`config.mk`:
```
export PLATFORM = sky130hd
export DESIGN_NAME = l298n_ramp_ctrl
export DESIGN_NICKNAME = d
export VERILOG_FILES = /design/src/rtl/l298n_ctrl_pkg.sv /design/src/rtl/l298n_tick_gen.sv /design/src/rtl/l298n_ramp_ctrl.sv
export SDC_FILE = /design/constraint.sdc
export NUM_CORES = 1
export LEC_CHECK = 0
export CAP_MARGIN = 25
export CORE_MARGIN = 5
export CORE_UTILIZATION = 35
export DETAILED_ROUTE_END_ITERATION = 10
export HOLD_SLACK_MARGIN = 0.05
export PLACE_DENSITY_LB_ADDON = 0.3
export SYNTH_ARGS = -nofsm -noshare
export SYNTH_HDL_FRONTEND = slang
export SYNTH_SLANG_ARGS = --single-unit
```
`constraint.sdc`:
```
create_clock -name clk -period 4.05 [get_ports clk]
set_input_delay 1.215 -clock clk [delete_from_list [all_inputs] [get_ports clk]]
set_output_delay 1.215 -clock clk [all_outputs]
set_load 0.01 [all_outputs]
```
`src/rtl/l298n_ctrl_pkg.sv`:
```
// Shared definitions for the L298N ramp controller: FSM states, register
// addresses and register bit positions.
package l298n_ctrl_pkg;

  typedef enum logic [2:0] {
    ST_IDLE     = 3'd0,
    ST_RUN      = 3'd1,
    ST_DEAD     = 3'd2,
    ST_STOPPING = 3'd3,
    ST_ESTOP    = 3'd4
  } state_t;

  localparam logic [1:0] ADDR_CTRL   = 2'd0;
  localparam logic [1:0] ADDR_TARGET = 2'd1;
  localparam logic [1:0] ADDR_STEP   = 2'd2;
  localparam logic [1:0] ADDR_STATUS = 2'd3;

  localparam int CTRL_EN_BIT  = 0;
  localparam int CTRL_CLR_BIT = 1;

  localparam int STAT_STATE_LSB  = 0;
  localparam int STAT_ESTOP_BIT  = 3;
  localparam int STAT_AT_TGT_BIT = 4;
  localparam int STAT_DUTY_LSB   = 8;

endpackage

```
`src/rtl/l298n_tick_gen.sv`:
```
// Free-running ramp tick: one-cycle pulse every TICK_DIV clocks.
module l298n_tick_gen #(
  parameter int TICK_DIV = 50000
) (
  input  logic clk,
  input  logic reset,
  output logic tick
);

  localparam int CNT_W = $clog2(TICK_DIV);

  logic [CNT_W-1:0] r_cnt;

  assign tick = (r_cnt == CNT_W'(TICK_DIV - 1));

  always_ff @(posedge clk) begin
    if (reset)     r_cnt <= '0;
    else if (tick) r_cnt <= '0;
    else           r_cnt <= r_cnt + 1'b1;
  end

endmodule

```
`src/rtl/l298n_ramp_ctrl.sv`:
```
// Avalon-MM motion sequencer: slews PWM duty toward a signed target, inserts
// coast dead-time on reversal and latches an emergency stop from a button.
module l298n_ramp_ctrl
  import l298n_ctrl_pkg::*;
#(
  parameter int DUTY_W     = 8,
  parameter int TICK_DIV   = 50000,
  parameter int DEAD_TICKS = 10
) (
  input  logic              clk,
  input  logic              reset,
  input  logic [1:0]        avs_address,
  input  logic              avs_write,
  input  logic [31:0]       avs_writedata,
  input  logic              avs_read,
  output logic [31:0]       avs_readdata,
  input  logic              estop_btn,
  output logic [DUTY_W-1:0] pwm_duty,
  output logic              pwm_dir,
  output logic              pwm_en,
  output logic              pwm_brake
);

  localparam int DEAD_W = $clog2(DEAD_TICKS + 1);

  state_t              r_state, w_state_next;
  logic                r_enable, w_enable_next;
  logic [DUTY_W-1:0]   r_tgt_mag, r_step, r_duty, w_duty_next;
  logic                r_tgt_dir, r_dir, w_dir_next;
  logic                r_en, r_brake, r_latched, w_latched_next;
  logic [DEAD_W-1:0]   r_dead_cnt, w_dead_next;
  logic [1:0]          r_sync;
  logic                r_sync_d;
  logic [31:0]         r_readdata, w_rd;
  logic                w_tick, w_estop_edge, w_wr_ctrl, w_clear, w_at_target;
  logic [DUTY_W-1:0]   w_step_eff;
  logic                w_unused;

  // Move cur toward tgt by at most stp, landing exactly on tgt.
  function automatic logic [DUTY_W-1:0] step_toward(input logic [DUTY_W-1:0] cur,
                                                    input logic [DUTY_W-1:0] tgt,
                                                    input logic [DUTY_W-1:0] stp);
    if (cur < tgt)      return ((tgt - cur) > stp) ? cur + stp : tgt;
    else if (cur > tgt) return ((cur - tgt) > stp) ? cur - stp : tgt;
    else                return cur;
  endfunction

  l298n_tick_gen #(.TICK_DIV(TICK_DIV)) u_tick (
    .clk   (clk),
    .reset (reset),
    .tick  (w_tick)
  );

  assign w_unused     = &{1'b0, avs_writedata[31:DUTY_W+1]};
  assign w_estop_edge = r_sync[1] & ~r_sync_d;
  assign w_wr_ctrl    = avs_write && (avs_address == ADDR_CTRL);
  assign w_clear      = w_wr_ctrl && avs_writedata[CTRL_CLR_BIT];
  assign w_step_eff   = (r_step == '0) ? DUTY_W'(1) : r_step;
  assign w_at_target  = (r_state == ST_RUN) && (r_dir == r_tgt_dir) && (r_duty == r_tgt_mag);

  always_comb begin
    w_state_next   = r_state;
    w_duty_next    = r_duty;
    w_dir_next     = r_dir;
    w_latched_next = r_latched;
    w_dead_next    = r_dead_cnt;
    w_enable_next  = r_enable;
    if (w_wr_ctrl) w_enable_next = avs_writedata[CTRL_EN_BIT];

    case (r_state)
      ST_IDLE: begin
        w_duty_next = '0;
        if (r_enable && !r_latched) begin
          w_state_next = ST_RUN;
          w_dir_next   = r_tgt_dir;
        end
      end
      ST_RUN: begin
        if (!r_enable) begin
          w_state_next = ST_STOPPING;
        end else if (w_tick) begin
          if (r_dir == r_tgt_dir) begin
            w_duty_next = step_toward(r_duty, r_tgt_mag, w_step_eff);
          end else if (r_duty != '0) begin
            w_duty_next = step_toward(r_duty, '0, w_step_eff);
          end else begin
            w_state_next = ST_DEAD;
            w_dead_next  = DEAD_W'(DEAD_TICKS);
          end
        end
      end
      ST_DEAD: begin
        w_duty_next = '0;
        if (!r_enable) begin
          w_state_next = ST_IDLE;
        end else if (r_dead_cnt == '0) begin
          w_state_next = ST_RUN;
          w_dir_next   = r_tgt_dir;
        end else if (w_tick) begin
          w_dead_next = r_dead_cnt - DEAD_W'(1);
        end
      end
      ST_STOPPING: begin
        if (r_enable)            w_state_next = ST_RUN;
        else if (r_duty == '0)   w_state_next = ST_IDLE;
        else if (w_tick)         w_duty_next  = step_toward(r_duty, '0, w_step_eff);
      end
      ST_ESTOP: begin
        w_duty_next = '0;
        // Only re-arm once the operator has let go of the button.
        if (w_clear && !r_sync[1]) begin
          w_state_next   = ST_IDLE;
          w_latched_next = 1'b0;
        end
      end
      default: w_state_next = ST_IDLE;
    endcase

    if (w_estop_edge) begin
      w_state_next   = ST_ESTOP;
      w_duty_next    = '0;
      w_latched_next = 1'b1;
      w_enable_next  = 1'b0;
    end
  end

  always_comb begin
    w_rd = '0;
    case (avs_address)
      ADDR_CTRL:   w_rd[CTRL_EN_BIT] = r_enable;
      ADDR_TARGET: begin
        w_rd[DUTY_W-1:0] = r_tgt_mag;
        w_rd[DUTY_W]     = r_tgt_dir;
      end
      ADDR_STEP:   w_rd[DUTY_W-1:0] = r_step;
      default: begin
        w_rd[STAT_STATE_LSB +: 3]       = r_state;
        w_rd[STAT_ESTOP_BIT]            = r_latched;
        w_rd[STAT_AT_TGT_BIT]           = w_at_target;
        w_rd[STAT_DUTY_LSB +: DUTY_W]   = r_duty;
        w_rd[STAT_DUTY_LSB + DUTY_W]    = r_dir;
      end
    endcase
  end

  always_ff @(posedge clk) begin
    if (reset) begin
      r_state    <= ST_IDLE;
      r_enable   <= 1'b0;
      r_tgt_mag  <= '0;
      r_tgt_dir  <= 1'b0;
      r_step     <= '0;
      r_duty     <= '0;
      r_dir      <= 1'b0;
      r_en       <= 1'b0;
      r_brake    <= 1'b0;
      r_latched  <= 1'b0;
      r_dead_cnt <= '0;
      r_sync     <= '0;
      r_sync_d   <= 1'b0;
      r_readdata <= '0;
    end else begin
      r_sync     <= {r_sync[0], estop_btn};
      r_sync_d   <= r_sync[1];
      r_state    <= w_state_next;
      r_enable   <= w_enable_next;
      r_duty     <= w_duty_next;
      r_dir      <= w_dir_next;
      r_latched  <= w_latched_next;
      r_dead_cnt <= w_dead_next;
      r_en       <= (w_state_next == ST_RUN) || (w_state_next == ST_STOPPING);
      r_brake    <= (w_state_next == ST_ESTOP);
      if (avs_write && avs_address == ADDR_TARGET) begin
        r_tgt_mag <= avs_writedata[DUTY_W-1:0];
        r_tgt_dir <= avs_writedata[DUTY_W];
      end
      if (avs_write && avs_address == ADDR_STEP) r_step <= avs_writedata[DUTY_W-1:0];
      if (avs_read) r_readdata <= w_rd;
    end
  end

  assign avs_readdata = r_readdata;
  assign pwm_duty     = r_duty;
  assign pwm_dir      = r_dir;
  assign pwm_en       = r_en;
  assign pwm_brake    = r_brake;

endmodule

```
==> Slide: Implementation Results <==
Run Summary

Cells and area
  – Top class by area: logic gates
  – Fill count: 1555
  – Clk cell area share: 0.0455
  – Most frequent logic cell in the layout: dfxtp_1
  – Clkbuf count: 11
  – ANT cells: 0
  – Inverters: 52
  – Share of cells above drive strength 1: 0.0690

Final timing
  – PnR worst setup slack: 0.325 ns
  – Hold Fails Final Rpt: 0
  – Final Max Tran Viols: 0
  – Worst-margin pin slew: 0.993 ns

Power and ir drop
  – Sw Pwr: 752 µW
  – Max rail drop VDD: 0.177 mV

Critical path
  – CP endpoint: pwm_duty[3]
  – Worst Setup End Kind: register
  – Worst path buffer plus inverter count: 1
  – Critical Path Source Type: register

Placed design
  – RePlAce Congestion: 1.02
  – PortBufs: 43

Route
  – Final ANT Viol Nets: 0
  – DRT met1 WL: 6.69 mm

Floorplanning
  – Chip Area: 17900 µm²
  – Core ar.: 15100 µm²

Global routing
  – Pin count of the biggest net entering global routing: 39
  – Routing usage on met3: 0.0317
  – Initial antenna violation count: 0
  – Met2 GRT Util: 0.282
  – Grt peak-use layer: met2

Synthesis
  – Multiplexer share: 0.0131
  – # Cells Yosys: 675
  – XORs/XNORs by Area: 0.0540
  – Yosys stat area: 5350 µm²

Clock network
  – Post-CTS Hold Fix Bufs: 0
  – Htree depth: 3

Outcome
  – Status: complete, no violations
==> images/metal_density.png <==
(3 px per µm) The die is cut into 27 by 27 equal tiles; dark blue is low, red is high, scaled to the fullest tile. Values are wire area over tile area, all layers added.
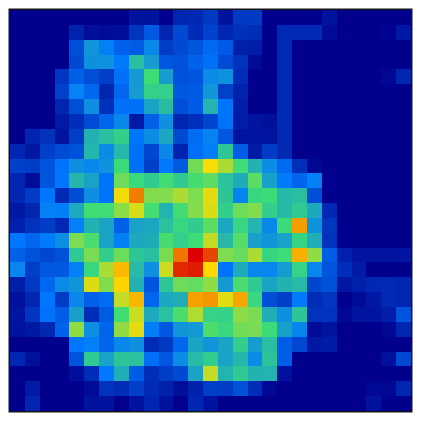
tiles over half the peak: 11%
densest ninth of the die: center
mean over tiles: 0.14
fullest tile: 0.69
Total GRT Usage: 0.169
final WL: 15.3 mm
routed vias: 5007

==> images/flops_by_reg.png <==
(4 px per µm) Other sequential cells in the stronger gray, the rest of the logic in the fainter gray.
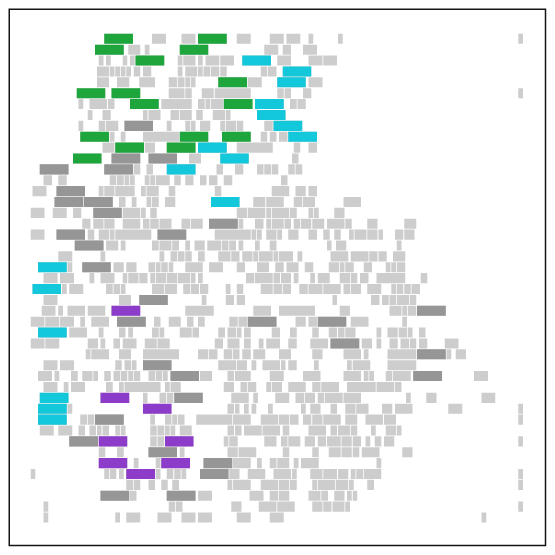
[`r_step`] purple | flops: 8 | where: south-west
[`avs_readdata`] cyan | flops: 17
[`u_tick.r_cnt`] green | flops: 16 | where: north-west
not colored: 32
Final Core Density: 0.410
register area: 1460 µm²

Power figures rest on the tool's default switching activity, not on a simulated workload.
